Congestion heat map:
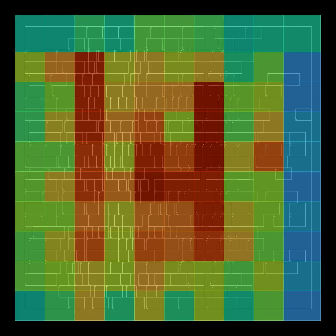
Sizing map:
Scale: 6 px per micron.
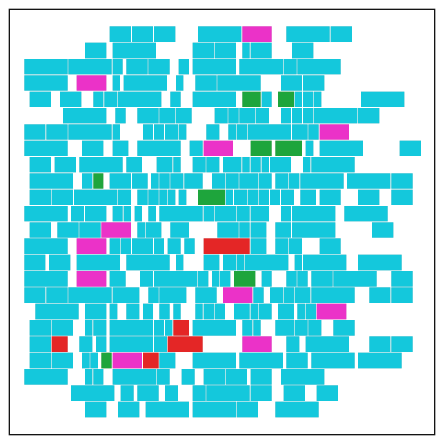
Logic cells by family:
Scale: 6 px per micron.
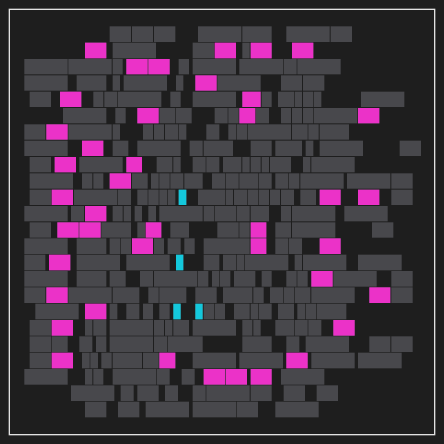
--- config.mk ---
export PLATFORM = sky130hd
export DESIGN_NAME = period_meter
export DESIGN_NICKNAME = d
export VERILOG_FILES = /design/src/rtl/period_meter_pkg.sv /design/src/rtl/sync_edge_detect.sv /design/src/rtl/period_meter.sv
export SDC_FILE = /design/constraint.sdc
export NUM_CORES = 1
export LEC_CHECK = 0
export CAP_MARGIN = 20
export CORE_MARGIN = 2
export CORE_UTILIZATION = 59
export CTS_CLUSTER_SIZE = 12
export DETAILED_ROUTE_END_ITERATION = 10
export GPL_ROUTABILITY_DRIVEN = 1
export PLACE_DENSITY = 0.92
export SLEW_MARGIN = 20
export SYNTH_ARGS = -nofsm -noshare
export SYNTH_HDL_FRONTEND = slang
export SYNTH_SLANG_ARGS = --single-unit
--- constraint.sdc ---
create_clock -name clk -period 4.6 [get_ports clk]
set_input_delay 1.38 -clock clk [delete_from_list [all_inputs] [get_ports clk]]
set_output_delay 1.38 -clock clk [all_outputs]
set_load 0.01 [all_outputs]
--- src/rtl/period_meter_pkg.sv ---
// Shared constants and sizing helpers for the period meter and its edge detector.
package period_meter_pkg;

  localparam logic S_IDLE    = 1'b0;
  localparam logic S_MEASURE = 1'b1;

  // Cycles in the longest measurable period; 64-bit product avoids overflow at high clock rates.
  function automatic int unsigned f_max_cycles(input int unsigned clk_frq,
                                               input int unsigned max_period_ms);
    longint unsigned prod;
    prod = (64'(clk_frq) * 64'(max_period_ms)) / 64'd1000;
    return 32'(prod);
  endfunction

  function automatic int unsigned f_cnt_width(input int unsigned max_cycles);
    return 32'($clog2(64'(max_cycles) + 64'd1));
  endfunction

endpackage

--- src/rtl/sync_edge_detect.sv ---
// Multi-stage synchroniser for an asynchronous input followed by rise/fall edge detection.
module sync_edge_detect #(
  parameter int unsigned C_SYNC_STAGES = 2
) (
  input  logic clk,
  input  logic rstb,
  input  logic d,
  output logic q,
  output logic rise,
  output logic fall
);

  logic [C_SYNC_STAGES-1:0] sync_q;
  logic [C_SYNC_STAGES-1:0] sync_d;
  logic                     prev_q;
  logic                     prev_d;

  always_comb begin
    sync_d = {sync_q[C_SYNC_STAGES-2:0], d};
    prev_d = sync_q[C_SYNC_STAGES-1];
  end

  always_ff @(posedge clk) begin
    if (!rstb) begin
      sync_q <= '0;
      prev_q <= 1'b0;
    end else begin
      sync_q <= sync_d;
      prev_q <= prev_d;
    end
  end

  assign q    = sync_q[C_SYNC_STAGES-1];
  assign rise = q & ~prev_q;
  assign fall = ~q & prev_q;

endmodule

--- src/rtl/period_meter.sv ---
// Measures the rising-edge to rising-edge period of an asynchronous square wave in clk cycles.
// Optional high-time measurement is enabled by defining PERIOD_METER_DUTY_EN.
module period_meter
  import period_meter_pkg::*;
#(
  parameter  int unsigned C_CLK_FRQ     = 100_000_000,
  parameter  int unsigned C_MAX_PERIOD  = 1000,
  parameter  int unsigned C_SYNC_STAGES = 2,
  localparam int unsigned C_MAX_CYCLES  = f_max_cycles(C_CLK_FRQ, C_MAX_PERIOD),
  localparam int unsigned C_CNT_WIDTH   = f_cnt_width(C_MAX_CYCLES)
) (
  input  logic                   clk,
  input  logic                   rstb,
  input  logic                   sig_in,
  output logic [C_CNT_WIDTH-1:0] period,
  output logic                   valid,
  output logic                   timeout,
  output logic                   busy
`ifdef PERIOD_METER_DUTY_EN
  ,
  output logic [C_CNT_WIDTH-1:0] high_time
`endif
);

  localparam logic [C_CNT_WIDTH-1:0] C_CNT_MAX = C_CNT_WIDTH'(C_MAX_CYCLES);
  localparam logic [C_CNT_WIDTH-1:0] C_CNT_ONE = C_CNT_WIDTH'(1);

  logic rise;
  logic fall;
  logic sync_unused;

  sync_edge_detect #(
    .C_SYNC_STAGES(C_SYNC_STAGES)
  ) u_sync_edge_detect (
    .clk (clk),
    .rstb(rstb),
    .d   (sig_in),
    .q   (sync_unused),
    .rise(rise),
    .fall(fall)
  );

  logic                   state_q,   state_d;
  logic [C_CNT_WIDTH-1:0] cnt_q,     cnt_d;
  logic [C_CNT_WIDTH-1:0] period_q,  period_d;
  logic                   valid_q,   valid_d;
  logic                   timeout_q, timeout_d;
  logic                   busy_q,    busy_d;

`ifdef PERIOD_METER_DUTY_EN
  logic [C_CNT_WIDTH-1:0] high_cnt_q,  high_cnt_d;
  logic                   high_fell_q, high_fell_d;
  logic [C_CNT_WIDTH-1:0] high_time_q, high_time_d;
`else
  logic fall_unused;
  assign fall_unused = fall;
`endif

  // Next-state: count between rises; the edge wins over a coincident timeout.
  always_comb begin
    state_d   = state_q;
    cnt_d     = cnt_q;
    period_d  = period_q;
    valid_d   = 1'b0;
    timeout_d = timeout_q;
`ifdef PERIOD_METER_DUTY_EN
    high_cnt_d  = high_cnt_q;
    high_fell_d = high_fell_q;
    high_time_d = high_time_q;
`endif
    if (state_q == S_IDLE) begin
      if (rise) begin
        cnt_d   = C_CNT_ONE;
        state_d = S_MEASURE;
`ifdef PERIOD_METER_DUTY_EN
        high_fell_d = 1'b0;
`endif
      end
    end else begin
      if (rise) begin
        period_d  = cnt_q;
        valid_d   = 1'b1;
        timeout_d = 1'b0;
        cnt_d     = C_CNT_ONE;
`ifdef PERIOD_METER_DUTY_EN
        high_time_d = high_fell_q ? high_cnt_q : cnt_q;
        high_fell_d = 1'b0;
`endif
      end else begin
`ifdef PERIOD_METER_DUTY_EN
        // cnt equals cycles since the rise, so it doubles as the high-phase length at the fall.
        if (fall) begin
          high_cnt_d  = cnt_q;
          high_fell_d = 1'b1;
        end
`endif
        if (cnt_q == C_CNT_MAX) begin
          timeout_d = 1'b1;
          period_d  = '0;
          state_d   = S_IDLE;
          cnt_d     = '0;
`ifdef PERIOD_METER_DUTY_EN
          high_time_d = '0;
`endif
        end else begin
          cnt_d = cnt_q + C_CNT_ONE;
        end
      end
    end
    busy_d = (state_d == S_MEASURE);
  end

  always_ff @(posedge clk) begin
    if (!rstb) begin
      state_q   <= S_IDLE;
      cnt_q     <= '0;
      period_q  <= '0;
      valid_q   <= 1'b0;
      timeout_q <= 1'b0;
      busy_q    <= 1'b0;
`ifdef PERIOD_METER_DUTY_EN
      high_cnt_q  <= '0;
      high_fell_q <= 1'b0;
      high_time_q <= '0;
`endif
    end else begin
      state_q   <= state_d;
      cnt_q     <= cnt_d;
      period_q  <= period_d;
      valid_q   <= valid_d;
      timeout_q <= timeout_d;
      busy_q    <= busy_d;
`ifdef PERIOD_METER_DUTY_EN
      high_cnt_q  <= high_cnt_d;
      high_fell_q <= high_fell_d;
      high_time_q <= high_time_d;
`endif
    end
  end

  assign period  = period_q;
  assign valid   = valid_q;
  assign timeout = timeout_q;
  assign busy    = busy_q;
`ifdef PERIOD_METER_DUTY_EN
  assign high_time = high_time_q;
`endif

endmodule

==> impl_metrics.csv <==
group,metric,value,unit
global_routing,grt_pass1_wl,10.25,mm
placement,dp_cells,342,
worst_setup_path,crit_chain,"clkdlybuf4s50_1 -> nand2b_1 -> or4_1 -> o21ai_0",
logic_synthesis,post_synth_ao_oa_area_fraction,0.2320,
timing,finalClockPeriodUsage,0.7407,
logic_synthesis,synth.cellmix.simpleShare,0.2501,
worst_setup_path,critPathKind,"input port to flop",
die,die_w,70.66,microns
logic_synthesis,ys_dominant_reg_cell,"sky130_fd_sc_hd__dfxtp_1",
worst_setup_path,worst_ep_required_time,4870,ps
logic_synthesis,synth.distinct_cells,41,
clock_network,cts_tree,"yes",
timing,max-slew-margin-rel,0.2875,
clock_network,cts.reportedPaths.clkPinSlew,60,ps
drt,detailedRoute.firstIterationViolations,225,
power,p_sw,217.9,uW
worst_setup_path,worstSetupStartpointType,"input port",
final_layout,final_common_cell,"sky130_fd_sc_hd__dfxtp_1",
global_routing,track_usage,0.2554,
timing,finalCriticalPeriod,3407,ps
drt,drc,0,
final_layout,fraction_of_layout_instances_using_a_drive_strength_above_1,0.07869,
logic_synthesis,synth-edff-count,0,
die,core_region_area,4324,sq um
logic_synthesis,synth_cells,279,
run,openroad_warning_count,27,
logic_synthesis,synth_area,2621,sq um
logic_synthesis,fa_ha_area_frac,0.009547,
die,initial_core_util,0.6062,
final_layout,design.final.nets,306,
outcome,run_status,"complete, no violations",
final_layout,layout.cells.most_common_list,"sky130_fd_sc_hd__dfxtp_1 (60), sky130_fd_sc_hd__a32o_1 (34), sky130_fd_sc_hd__clkdlybuf4s50_1 (32)",
worst_setup_path,worst-endpoint-arrival,3670,ps
die,die_h,70.66,microns
clock_network,post_cts_buffers,0,
final_layout,finalNonFillerCells,357,
drt,postRouteAntennaNets,0,
global_routing,grt_start_max_net_pins,29,
logic_synthesis,post_synth_most_frequent_cells,"sky130_fd_sc_hd__dfxtp_1 (60), sky130_fd_sc_hd__a32o_1 (34), sky130_fd_sc_hd__nand2_1 (23)",
drt,detail_route.wl_per_cell,16.98,microns
logic_synthesis,yosys-stat-area,2621,sq um
logic_synthesis,logic_family,"simple AND/OR/NAND/NOR gates",
placement,hpwl_after_detailed_placement,3.818,mm
timing,slew_violations,0,
timing,max_slew.worst_pin.slew,1069,ps
Notes on 'congestion heat map' above:
final cell utilization of the core: 0.7150
met1 Usage GRT: 0.3321

Notes on 'sizing map' above:
colour	size	cells	share	most used
green	_2 cells	8	2.6%	clkinv_2
red	_3 and _4 cells	5	1.6%	buf_4
cyan	_0 and _1 cells	281	92%	dfxtp_1
magenta	_6 and larger	11	3.6%	clkbuf_8

Notes on 'logic cells by family' above:
colour	family	cells	most used
cyan	inv cells	4	inv_1
magenta	non-inverting ao/oa cells	41	a32o_1

[worst paths after layout]
kind | startpoint | end | slack, ps | cells past startpoint
setup / recovery | rstb | cnt_q[11]$_SDFFE_PN0P_ | 1190 | 4
hold / removal | u_sync_edge_detect.sync_q[0]$_SDFF_PN0_ | u_sync_edge_detect.sync_q[1]$_SDFF_PN0_ | 440 | 1
setup reg to reg | cnt_q[13]$_SDFFE_PN0P_ | cnt_q[22]$_SDFFE_PN0P_ | 2330 | 5
hold reg to reg | u_sync_edge_detect.sync_q[0]$_SDFF_PN0_ | u_sync_edge_detect.sync_q[1]$_SDFF_PN0_ | 440 | 1
[power by group through the flow]
stage	sequential (uW)	clock (uW)	combinational [uW]
2_1_floorplan	535	0	25.8
3_3_place_gp	536	0	34.0
3_5_place_dp	536	0	34.8
4_1_cts	524	412	35.0
5_1_grt	524	433	39.5
6_report	524	409	35.9
[stage by stage]
stage	hold WS, ps	setup WS, ps	power (uW)	util	cell area, sq um
finish	438.8	1193	969.4	0.7150	3092
global route	459.7	1019	996.7	0.7150	3092
CTS	444.2	1227	971.0	0.7150	3092
detailed placement	428.1	879.4	570.5	0.6759	2923
global placement	417.1	960.0	569.7	0.6759	2923
floorplan	411.9	2061	561.2	-	2621
[layer usage]
layer	global-route usage	routed length, microns	vias to the layer above
li1	-	-	1134
met1	0.3321	2674	1177
met2	0.3847	2723	109
met3	0.09402	494	24
met4	0.1090	170	0
met5	0	0	-
[layout make-up]
cell class              instances  area, sq um  area share
flip-flops and latches         60         1201      0.3885
repair buffers                 35        342.8      0.1109
clock inverters                 2        10.01    0.003238
multi-input cells             191         1299      0.4201
well taps                      52        65.06     0.02104
clock buffers                  13        158.9     0.05140
inverters                       4        15.01    0.004856
Power is estimated from default activity; no workload was simulated.
